### src/rtl/alu.sv
// Registered 32-bit ALU: combinational op select on A/B/Opin, one output register.
// Define ALU_FLAGS_EN to add registered zero/negative/carry/overflow outputs.
module alu #(
  parameter int WIDTH = 32
) (
  input  logic             clk,
  input  logic             reset,
  input  logic [WIDTH-1:0] A,
  input  logic [WIDTH-1:0] B,
  input  logic [3:0]       Opin,
`ifdef ALU_FLAGS_EN
  output logic             zero,
  output logic             negative,
  output logic             carry,
  output logic             overflow,
`endif
  output logic [WIDTH-1:0] result
);

  typedef enum logic [3:0] {
    OP_ADD   = 4'b0000,
    OP_SUB   = 4'b0001,
    OP_AND   = 4'b0010,
    OP_OR    = 4'b0011,
    OP_XOR   = 4'b0100,
    OP_NOR   = 4'b0101,
    OP_SLL   = 4'b0110,
    OP_SRL   = 4'b0111,
    OP_SRA   = 4'b1000,
    OP_SLT   = 4'b1001,
    OP_SLTU  = 4'b1010,
    OP_PASSB = 4'b1011,
    OP_PASSA = 4'b1100,
    OP_NOT   = 4'b1101,
    OP_INC   = 4'b1110,
    OP_DEC   = 4'b1111
  } op_e;

  logic [WIDTH-1:0] result_d;
  logic [WIDTH-1:0] result_q;
  logic [4:0]       shamt;
  logic [WIDTH:0]   add_ext;
  logic [WIDTH:0]   sub_ext;
  logic [WIDTH:0]   inc_ext;
  logic [WIDTH:0]   dec_ext;
  logic [WIDTH-1:0] one;

  assign one   = {{(WIDTH-1){1'b0}}, 1'b1};
  assign shamt = B[4:0];

  // One extra bit on each adder: the carry-out / borrow feeds the flags build.
  assign add_ext = {1'b0, A} + {1'b0, B};
  assign sub_ext = {1'b0, A} - {1'b0, B};
  assign inc_ext = {1'b0, A} + {1'b0, one};
  assign dec_ext = {1'b0, A} - {1'b0, one};

  always_comb begin
    result_d = '0;
    case (op_e'(Opin))
      OP_ADD:   result_d = add_ext[WIDTH-1:0];
      OP_SUB:   result_d = sub_ext[WIDTH-1:0];
      OP_AND:   result_d = A & B;
      OP_OR:    result_d = A | B;
      OP_XOR:   result_d = A ^ B;
      OP_NOR:   result_d = ~(A | B);
      OP_SLL:   result_d = A << shamt;
      OP_SRL:   result_d = A >> shamt;
      OP_SRA:   result_d = $unsigned($signed(A) >>> shamt);
      OP_SLT:   result_d = ($signed(A) < $signed(B)) ? one : '0;
      OP_SLTU:  result_d = (A < B) ? one : '0;
      OP_PASSB: result_d = B;
      OP_PASSA: result_d = A;
      OP_NOT:   result_d = ~A;
      OP_INC:   result_d = inc_ext[WIDTH-1:0];
      OP_DEC:   result_d = dec_ext[WIDTH-1:0];
      default:  result_d = '0;
    endcase
  end

  always_ff @(posedge clk or negedge reset) begin
    if (!reset) result_q <= '0;
    else        result_q <= result_d;
  end

  assign result = result_q;

`ifdef ALU_FLAGS_EN
  logic zero_d, negative_d, carry_d, overflow_d;
  logic zero_q, negative_q, carry_q, overflow_q;

  always_comb begin
    zero_d     = (result_d == '0);
    negative_d = result_d[WIDTH-1];
    carry_d    = 1'b0;
    overflow_d = 1'b0;
    case (op_e'(Opin))
      OP_ADD: begin
        carry_d    = add_ext[WIDTH];
        overflow_d = (A[WIDTH-1] == B[WIDTH-1]) && (result_d[WIDTH-1] != A[WIDTH-1]);
      end
      // Subtract-style carry is "no borrow", as in ARM-like flag conventions.
      OP_SUB: begin
        carry_d    = ~sub_ext[WIDTH];
        overflow_d = (A[WIDTH-1] != B[WIDTH-1]) && (result_d[WIDTH-1] != A[WIDTH-1]);
      end
      OP_INC: begin
        carry_d    = inc_ext[WIDTH];
        overflow_d = ~A[WIDTH-1] & result_d[WIDTH-1];
      end
      OP_DEC: begin
        carry_d    = ~dec_ext[WIDTH];
        overflow_d = A[WIDTH-1] & ~result_d[WIDTH-1];
      end
      default: begin
        carry_d    = 1'b0;
        overflow_d = 1'b0;
      end
    endcase
  end

  always_ff @(posedge clk or negedge reset) begin
    if (!reset) begin
      zero_q     <= 1'b0;
      negative_q <= 1'b0;
      carry_q    <= 1'b0;
      overflow_q <= 1'b0;
    end else begin
      zero_q     <= zero_d;
      negative_q <= negative_d;
      carry_q    <= carry_d;
      overflow_q <= overflow_d;
    end
  end

  assign zero     = zero_q;
  assign negative = negative_q;
  assign carry    = carry_q;
  assign overflow = overflow_q;
`endif

endmodule

### config.mk
export PLATFORM = sky130hd
export DESIGN_NAME = alu
export DESIGN_NICKNAME = d
export VERILOG_FILES = /design/src/rtl/alu.sv
export SDC_FILE = /design/constraint.sdc
export NUM_CORES = 1
export LEC_CHECK = 0
export ABC_AREA = 1
export CORE_MARGIN = 10
export CORE_UTILIZATION = 26
export DETAILED_ROUTE_END_ITERATION = 10
export PLACE_DENSITY = 0.45
export SYNTH_ARGS = -nofsm -noshare
export SYNTH_HDL_FRONTEND = slang
export SYNTH_SLANG_ARGS = --single-unit
### constraint.sdc
create_clock -name clk -period 1.3 [get_ports clk]
set_clock_uncertainty 0.1 [all_clocks]
set_input_delay 0.26 -clock clk [delete_from_list [all_inputs] [get_ports clk]]
set_output_delay 0.26 -clock clk [all_outputs]
set_load 0.05 [all_outputs]
met4.png
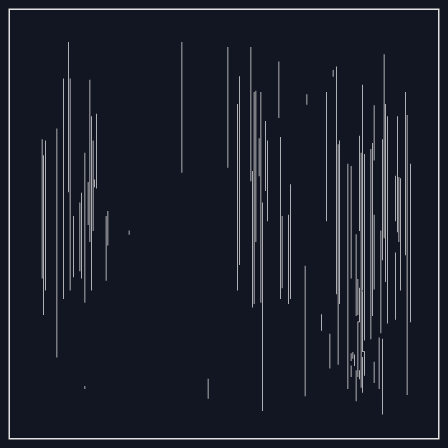
wire length on this layer = 5300 um
longest straight run = 156 um
share of all routed wire = 5.5%

clock_map.png
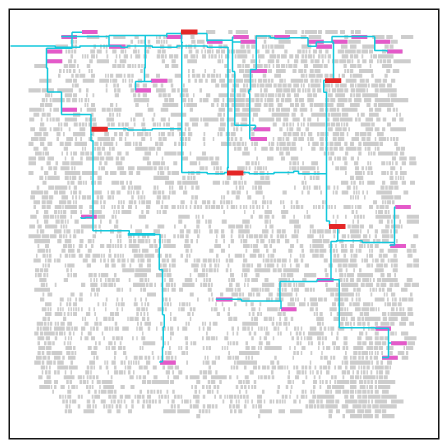
cells driving clock nets -> red  # count 5
clock wires -> cyan  # length 1440 um
flip-flops -> magenta  # count 32
routed clock nets = 6

cell_classes.png
The bar under the picture is 50 um long.
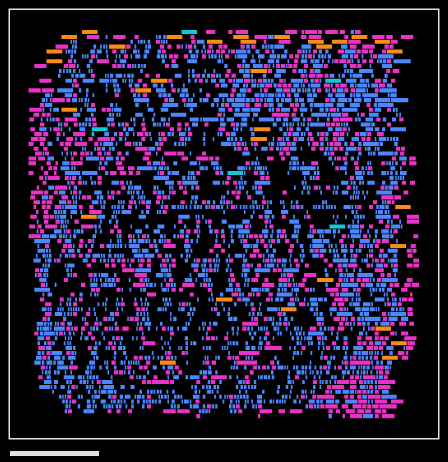
clock drivers and dummy loads -> cyan  # cells 7
other buffers and delay cells -> magenta  # cells 887
all other logic -> blue  # cells 2229
flip-flops -> orange  # cells 32

[repair_timing]
item,in CTS,in global routing
endpoints found under the setup margin,46,43
pin swaps,118,114
hold endpoints to repair,32,0
setup buffers,86,46
hold buffers,1,0
gates resized,582,354
cloned,6,2
[per-layer routing]
| metal | up-vias | track usage, % | share of wire [%] |
|---|---|---|---|
| met5 | - | 0 | 0.042 |
| met3 | 185 | 4.770 | 8.5 |
| met1 | 9552 | 44.16 | 44 |
| li1 | 9484 | - | - |
| met2 | 1123 | 47.82 | 42 |
| met4 | 6 | 15.61 | 5.5 |
[path summary, 6_finish.rpt]
check / endpoint / slack (ns) / cells past startpoint / from
max in group asynchronous: result[15] / 0.51 / 3 / reset
min in group asynchronous: result[17] / 0.34 / 3 / reset
min: result[2] / 0.28 / 4 / A[2]
max: result[30] / -1.71 / 26 / B[1]
==> reports/metrics.yaml <==
buffer_area_share_pct: 34.38
nWellTaps: 615
drive_gt1_share_pct: 42.35
cts_buffer_depth: 2
routed_via_density: 5.398
fp_util_pct: 26.28
worstSetupPathType: "in -> reg"
pg_seq_mw: 1.40
dpl_cell_area_sq_mm: 0.01969
ys_sh_adder_pct: 13.21
most_common_cell: "nand2_1"
stdcell_count: 3770
grt_pass1_vias: 19212
num_rows: 80
tns_ns: -46.50
slew_viol_final: 0
nets: 3356
die_area_sq_mm: 0.05734
period_needed_ns: 3.007
common_cells: "nand2_1 (730), nand3_1 (328), inv_1 (250)"
ys_top_logic_family: "simple AND/OR/NAND/NOR gates"
comb_cells: 1973
p_sw_mw: 7.376
power_clock_mw: 1.48
edf_count: 0
pre_cts_ws_ns: -2.675
ir_worst_vdd_mv: 0.4868
ys_warn_count: 0
whs_ns: 0.2811
power_frac_clock_pct: 10.4
outcome: "complete, but fails checks"
cts-root-buf: "clkbuf_16"
cts_buffers: 5
xor_share_pct: 1.469
num_antenna_cells: 0
end_kind: "flip-flop"
synth_cell_types: 55
lay_top_count: "buf_4"
min_path_type: "in -> reg"
lay_top_cells: "buf_4 (655), nand2_1 (608), nand3_1 (287), inv_1 (198), nor2_1 (164)"
cpMaxStageDelayCell: "ha_4"
clock.fmax_mhz: 332.6
crit_buf_inv: 6
ys_seq_share_pct: 6.395
die_w_um: 239.5
synth_area_sq_mm: 0.01252
worst_slack_ns: -1.707
violations: "negative setup slack"
power_leader: "combinational logic"
ys_ff: 32
pin_count: 102
postSynthAreaPerCell_sq_um: 5.333
cp-start-kind: "primary input"
final_util_pct: 49.83
core_area_sq_mm: 0.04765
crit_family: "simple AND/OR/NAND/NOR gates"
fillers: 4921
ys_sh_mux_pct: 0.3197
grt_max_degree: 66
critPathMaxFanout: 3
antenna_left: 0
dp_cells: 3647
wl_mm: 95.94
num_vias: 20350
synth_top_area_share_pct: 21.88
cts_tree: "built"
grt.total_usage_pct: 32.08
cts_num_sinks: 32
rsz0062_at_grt: "yes"
tightest_slew_ns: 0.8045
seq_area_sq_um: 809.5
comb_share_pct: 54.03
die_h_um: 239.5
largest_area_cell: "nand2_1"
flop-count: 32
clk_share_pct: 0.5639
hold_viol: 0
ys_cells: 2348
ys_sh_simple_pct: 48.30
grt_pass1_wl_mm: 134.0
syn_nets: 2549
setup_violations: 43
wl_per_cell_um: 25.45
crit_top_cell: "nand2_1"
path_clk_slew_ns: 0.08
drc: 0
seqPwrFrac_pct: 9.8
first_iter_violations: 2357
cp.required_ns: 1.41
grt_antenna_before_repair: 4
dominant_cells: "multi-input combinational cells"
largest_reg_flops: 32
comb_power_share_pct: 79.8
pg_comb_mw: 11.4
seq_share_pct: 3.410
mi_logic_area_sq_mm: 0.01283
power.total_mw: 14.26
worst_ep_arrival_time_ns: 3.12
